==> images/ff_map.png <==
Other sequential cells in the stronger gray, the rest of the logic in the fainter gray.
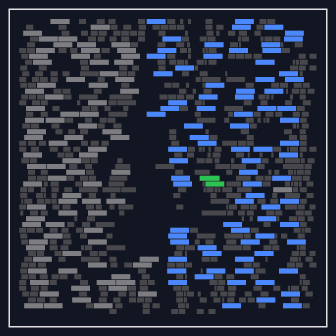
==> images/closeup.png <==
Region (12, 86) to (62, 136) microns. Cells in gray, sequential cells in the stronger gray; small squares are vias.
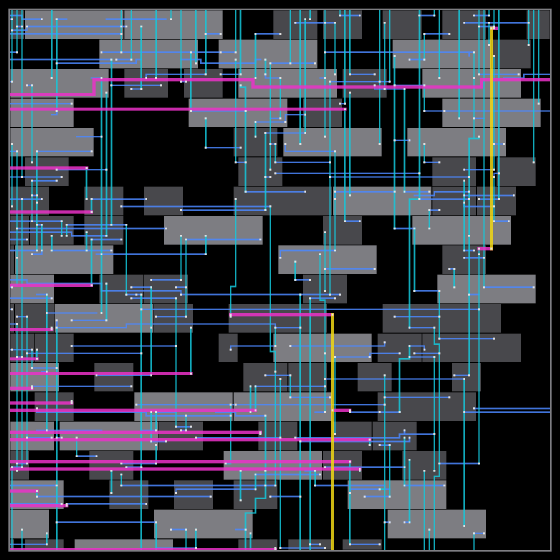
$ cat src/rtl/bsg_chip_noc_wide_link_serdes_pkg.sv
// Shared sizing helpers for the wide<->narrow link serdes.
// Flit count and counter width are derived here so TX and RX always agree.
package bsg_chip_noc_wide_link_serdes_pkg;

  function automatic int ceil_div(input int num, input int den);
    return (num + den - 1) / den;
  endfunction

  // A counter for a single element still needs one bit to exist.
  function automatic int safe_clog2(input int n);
    return (n <= 1) ? 1 : $clog2(n);
  endfunction

endpackage

$ cat src/rtl/bsg_chip_noc_flit_assembler.sv
// RX half: collects els_lp narrow flits (LSB first) into one wide packet, 1 cycle flit-to-packet.
// Holds the finished packet until drained; refuses flits only while full and not draining.
module bsg_chip_noc_flit_assembler
  import bsg_chip_noc_wide_link_serdes_pkg::*;
#(
  parameter int wide_width_p   = 80,
  parameter int narrow_width_p = 32
) (
  input  logic                      clk_i,
  input  logic                      reset_n_i,
  input  logic                      narrow_v_i,
  input  logic [narrow_width_p-1:0] narrow_data_i,
  output logic                      narrow_yumi_o,
  output logic                      wide_v_o,
  output logic [wide_width_p-1:0]   wide_data_o,
  input  logic                      wide_ready_and_i
);

  localparam int els_lp       = ceil_div(wide_width_p, narrow_width_p);
  localparam int cnt_width_lp = safe_clog2(els_lp);
  localparam logic [cnt_width_lp-1:0] last_cnt_lp = cnt_width_lp'(els_lp - 1);

  logic                    rx_full;
  logic [cnt_width_lp-1:0] rx_cnt;
  logic [wide_width_p-1:0] rx_data;
  logic                    rx_last;
  logic                    rx_drain;

  assign rx_last       = (rx_cnt == last_cnt_lp);
  assign rx_drain      = rx_full & wide_ready_and_i;
  assign narrow_yumi_o = reset_n_i & narrow_v_i & (~rx_full | wide_ready_and_i);
  assign wide_v_o      = rx_full;
  assign wide_data_o   = rx_data;

  always_ff @(posedge clk_i or negedge reset_n_i) begin
    if (!reset_n_i) begin
      rx_full <= 1'b0;
      rx_cnt  <= '0;
    end else begin
      if (narrow_yumi_o) begin
        rx_cnt <= rx_last ? '0 : rx_cnt + cnt_width_lp'(1);
      end
      // A last flit landing on the drain cycle keeps the register full.
      if (narrow_yumi_o && rx_last) begin
        rx_full <= 1'b1;
      end else if (rx_drain) begin
        rx_full <= 1'b0;
      end
    end
  end

  // Only bits inside the wide packet are stored; the pad of the top flit is dropped here.
  always_ff @(posedge clk_i or negedge reset_n_i) begin
    if (!reset_n_i) begin
      rx_data <= '0;
    end else if (narrow_yumi_o) begin
      for (int b = 0; b < wide_width_p; b++) begin
        if (rx_cnt == cnt_width_lp'(b / narrow_width_p)) begin
          rx_data[b] <= narrow_data_i[b % narrow_width_p];
        end
      end
    end
  end

endmodule

$ cat src/rtl/bsg_chip_noc_wide_link_serdes.sv
// Wide<->narrow link serdes: TX splits wide packets into flits LSB first, RX reassembles.
// First flit 1 cycle after accept, 1 flit/cycle; TX stalls on yumi, RX stalls on wide ready.
module bsg_chip_noc_wide_link_serdes
  import bsg_chip_noc_wide_link_serdes_pkg::*;
#(
  parameter int wide_width_p   = 80,
  parameter int narrow_width_p = 32
) (
  input  logic                      clk_i,
  input  logic                      reset_n_i,
  input  logic                      wide_v_i,
  input  logic [wide_width_p-1:0]   wide_data_i,
  output logic                      wide_ready_and_o,
  output logic                      narrow_v_o,
  output logic [narrow_width_p-1:0] narrow_data_o,
  input  logic                      narrow_yumi_i,
  input  logic                      narrow_v_i,
  input  logic [narrow_width_p-1:0] narrow_data_i,
  output logic                      narrow_yumi_o,
  output logic                      wide_v_o,
  output logic [wide_width_p-1:0]   wide_data_o,
  input  logic                      wide_ready_and_i
);

  localparam int els_lp       = ceil_div(wide_width_p, narrow_width_p);
  localparam int cnt_width_lp = safe_clog2(els_lp);
  localparam logic [cnt_width_lp-1:0] last_cnt_lp = cnt_width_lp'(els_lp - 1);

  logic                    tx_full;
  logic [cnt_width_lp-1:0] tx_cnt;
  logic [wide_width_p-1:0] tx_data;
  logic                    tx_last;
  logic                    tx_accept;
  logic                    tx_advance;

  assign tx_last    = (tx_cnt == last_cnt_lp);
  assign tx_advance = narrow_yumi_i & tx_full;
  // Ready also on the cycle the last flit leaves, so packets stream back to back.
  assign wide_ready_and_o = reset_n_i & (~tx_full | (narrow_yumi_i & tx_last));
  assign tx_accept  = wide_v_i & wide_ready_and_o;
  assign narrow_v_o = tx_full;

  always_ff @(posedge clk_i or negedge reset_n_i) begin
    if (!reset_n_i) begin
      tx_full <= 1'b0;
      tx_cnt  <= '0;
      tx_data <= '0;
    end else if (tx_accept) begin
      tx_full <= 1'b1;
      tx_cnt  <= '0;
      tx_data <= wide_data_i;
    end else if (tx_advance) begin
      if (tx_last) begin
        tx_full <= 1'b0;
        tx_cnt  <= '0;
      end else begin
        tx_cnt  <= tx_cnt + cnt_width_lp'(1);
      end
    end
  end

  // Bits beyond the wide packet never get selected, which zero-pads the top flit.
  always_comb begin
    narrow_data_o = '0;
    for (int b = 0; b < wide_width_p; b++) begin
      if (tx_cnt == cnt_width_lp'(b / narrow_width_p)) begin
        narrow_data_o[b % narrow_width_p] = tx_data[b];
      end
    end
  end

  bsg_chip_noc_flit_assembler #(
    .wide_width_p  (wide_width_p),
    .narrow_width_p(narrow_width_p)
  ) rx (
    .clk_i           (clk_i),
    .reset_n_i       (reset_n_i),
    .narrow_v_i      (narrow_v_i),
    .narrow_data_i   (narrow_data_i),
    .narrow_yumi_o   (narrow_yumi_o),
    .wide_v_o        (wide_v_o),
    .wide_data_o     (wide_data_o),
    .wide_ready_and_i(wide_ready_and_i)
  );

  yumi_needs_valid: assert property (@(posedge clk_i) disable iff (!reset_n_i)
    narrow_yumi_i |-> narrow_v_o);

  handshake_known: assert property (@(posedge clk_i) disable iff (!reset_n_i)
    !$isunknown({wide_v_i, narrow_v_i, narrow_yumi_i, wide_ready_and_i}));

endmodule
$ cat config.mk
export PLATFORM = sky130hd
export DESIGN_NAME = bsg_chip_noc_wide_link_serdes
export DESIGN_NICKNAME = d
export VERILOG_FILES = /design/src/rtl/bsg_chip_noc_wide_link_serdes_pkg.sv /design/src/rtl/bsg_chip_noc_flit_assembler.sv /design/src/rtl/bsg_chip_noc_wide_link_serdes.sv
export SDC_FILE = /design/constraint.sdc
export NUM_CORES = 1
export LEC_CHECK = 0
export ABC_CLOCK_PERIOD_IN_PS = 2450
export CORE_MARGIN = 4
export CORE_UTILIZATION = 35
export CTS_CLUSTER_DIAMETER = 80
export CTS_CLUSTER_SIZE = 24
export DETAILED_ROUTE_END_ITERATION = 10
export HOLD_SLACK_MARGIN = 0.15
export SLEW_MARGIN = 20
export SYNTH_ARGS = -nofsm -noshare
export SYNTH_HDL_FRONTEND = slang
export SYNTH_HIERARCHICAL = 1
export SYNTH_SLANG_ARGS = --single-unit
$ cat constraint.sdc
create_clock -name clk_i -period 2.45 [get_ports clk_i]
set_input_delay 0.735 -clock clk_i [delete_from_list [all_inputs] [get_ports clk_i]]
set_output_delay 0.735 -clock clk_i [all_outputs]
set_load 0.005 [all_outputs]
==> flow_summary.json <==
{
  "first_pass_iters": 4,
  "cp-end-kind": "output port",
  "violations": "negative setup slack",
  "critPathArrivalTime_ps": 1730,
  "reg2reg_to": "tx_data[4]",
  "drc": 0,
  "wl_per_cell_microns": 18.3,
  "ctsResizeCount": 89,
  "hold_buffers": 0,
  "p_leak_nw": 4.39,
  "nMultiInputCombCells": 263,
  "coreArea_sq_mm": 0.0194,
  "power.share.sequential_pct": 38.1,
  "clock_power_share_pct": 19.9,
  "lay_top_cells": "clkdlybuf4s50_1 (196), dfrtp_1 (165), mux2_2 (149)",
  "path_class": "flip-flop to output port",
  "synthSimpleGateAreaFrac_pct": 4.16,
  "synthTopLogicFamily": "multiplexers",
  "logic_area_sq_mm": 0.00256,
  "synth.avg_cell_area_sq_um": 15.1,
  "hold_class": "input pin to async pin",
  "antenna_found_initial": 2,
  "fin_nets": 829,
  "setup_slack_ps": -19.3,
  "layout-drive-gt1-share_pct": 33.3,
  "finalClockSkew_ps": 10.3,
  "post-synth-top-area-fraction_pct": 60.4,
  "synthFlopType": "dfrtp_1",
  "edf_count": 0,
  "initCoreUtil_pct": 35.5,
  "setup_viol": 1,
  "ys_ff": 166,
  "path_max_fanout": 6,
  "grt_overflow": 0,
  "n_sequential_cell": 166,
  "outcome": "finished, violations left",
  "top_layer_used": "met4"
}
## Picture notes: ff_map.png
| netlist name | color | placed flops |
|---|---|---|
| `tx_cnt` | green | 2 |
| `tx_data` | blue | 80 |
not colored: 84
Seq area share: 40.5%
Layout Utilization: 52.9%
P_seq: 4.89 mW
FF+latch area: 0.00416 sq mm

## Picture notes: closeup.png
| layer | color |
|---|---|
| M2 | cyan |
| M1 | blue |
| M4 | yellow |
| M3 | magenta |
sequential cells in the window: 30
most frequent: dfrtp_1 (30), clkdlybuf4s50_1 (23), mux2_2 (23)
netlist names of flops here include: `rx/wide_data_o` (30)
cells with their middle in the window: 84

-- worst max-delay path, cell delays in order (launching register included) --
cell and delay [ps]:
dfrtp_2 480, buf_12 150, buf_12 130, buf_12 130, mux2i_1 110, o21ai_1 170
buf_2 140
-- through the flow --
stage	setup slack, ps	instance area (sq um)	hold WS (ps)	std cells
2_1_floorplan	427	6880	439	455
3_3_place_gp	-425	9630	466	951
3_5_place_dp	-431	9630	475	951
4_1_cts	-160	10300	454	989
5_1_grt	-82.6	10300	489	991
6_report	-19.3	10300	443	991
-- registers in the layout (all words and copies together), names as in the netlist --
register and flops:
rx/wide_data_o 80, tx_data 80, rx/rx_cnt 2, tx_cnt 2
narrow_v_o 1, rx/wide_v_o 1
Power figures rest on the tool's default switching activity, not on a simulated workload.
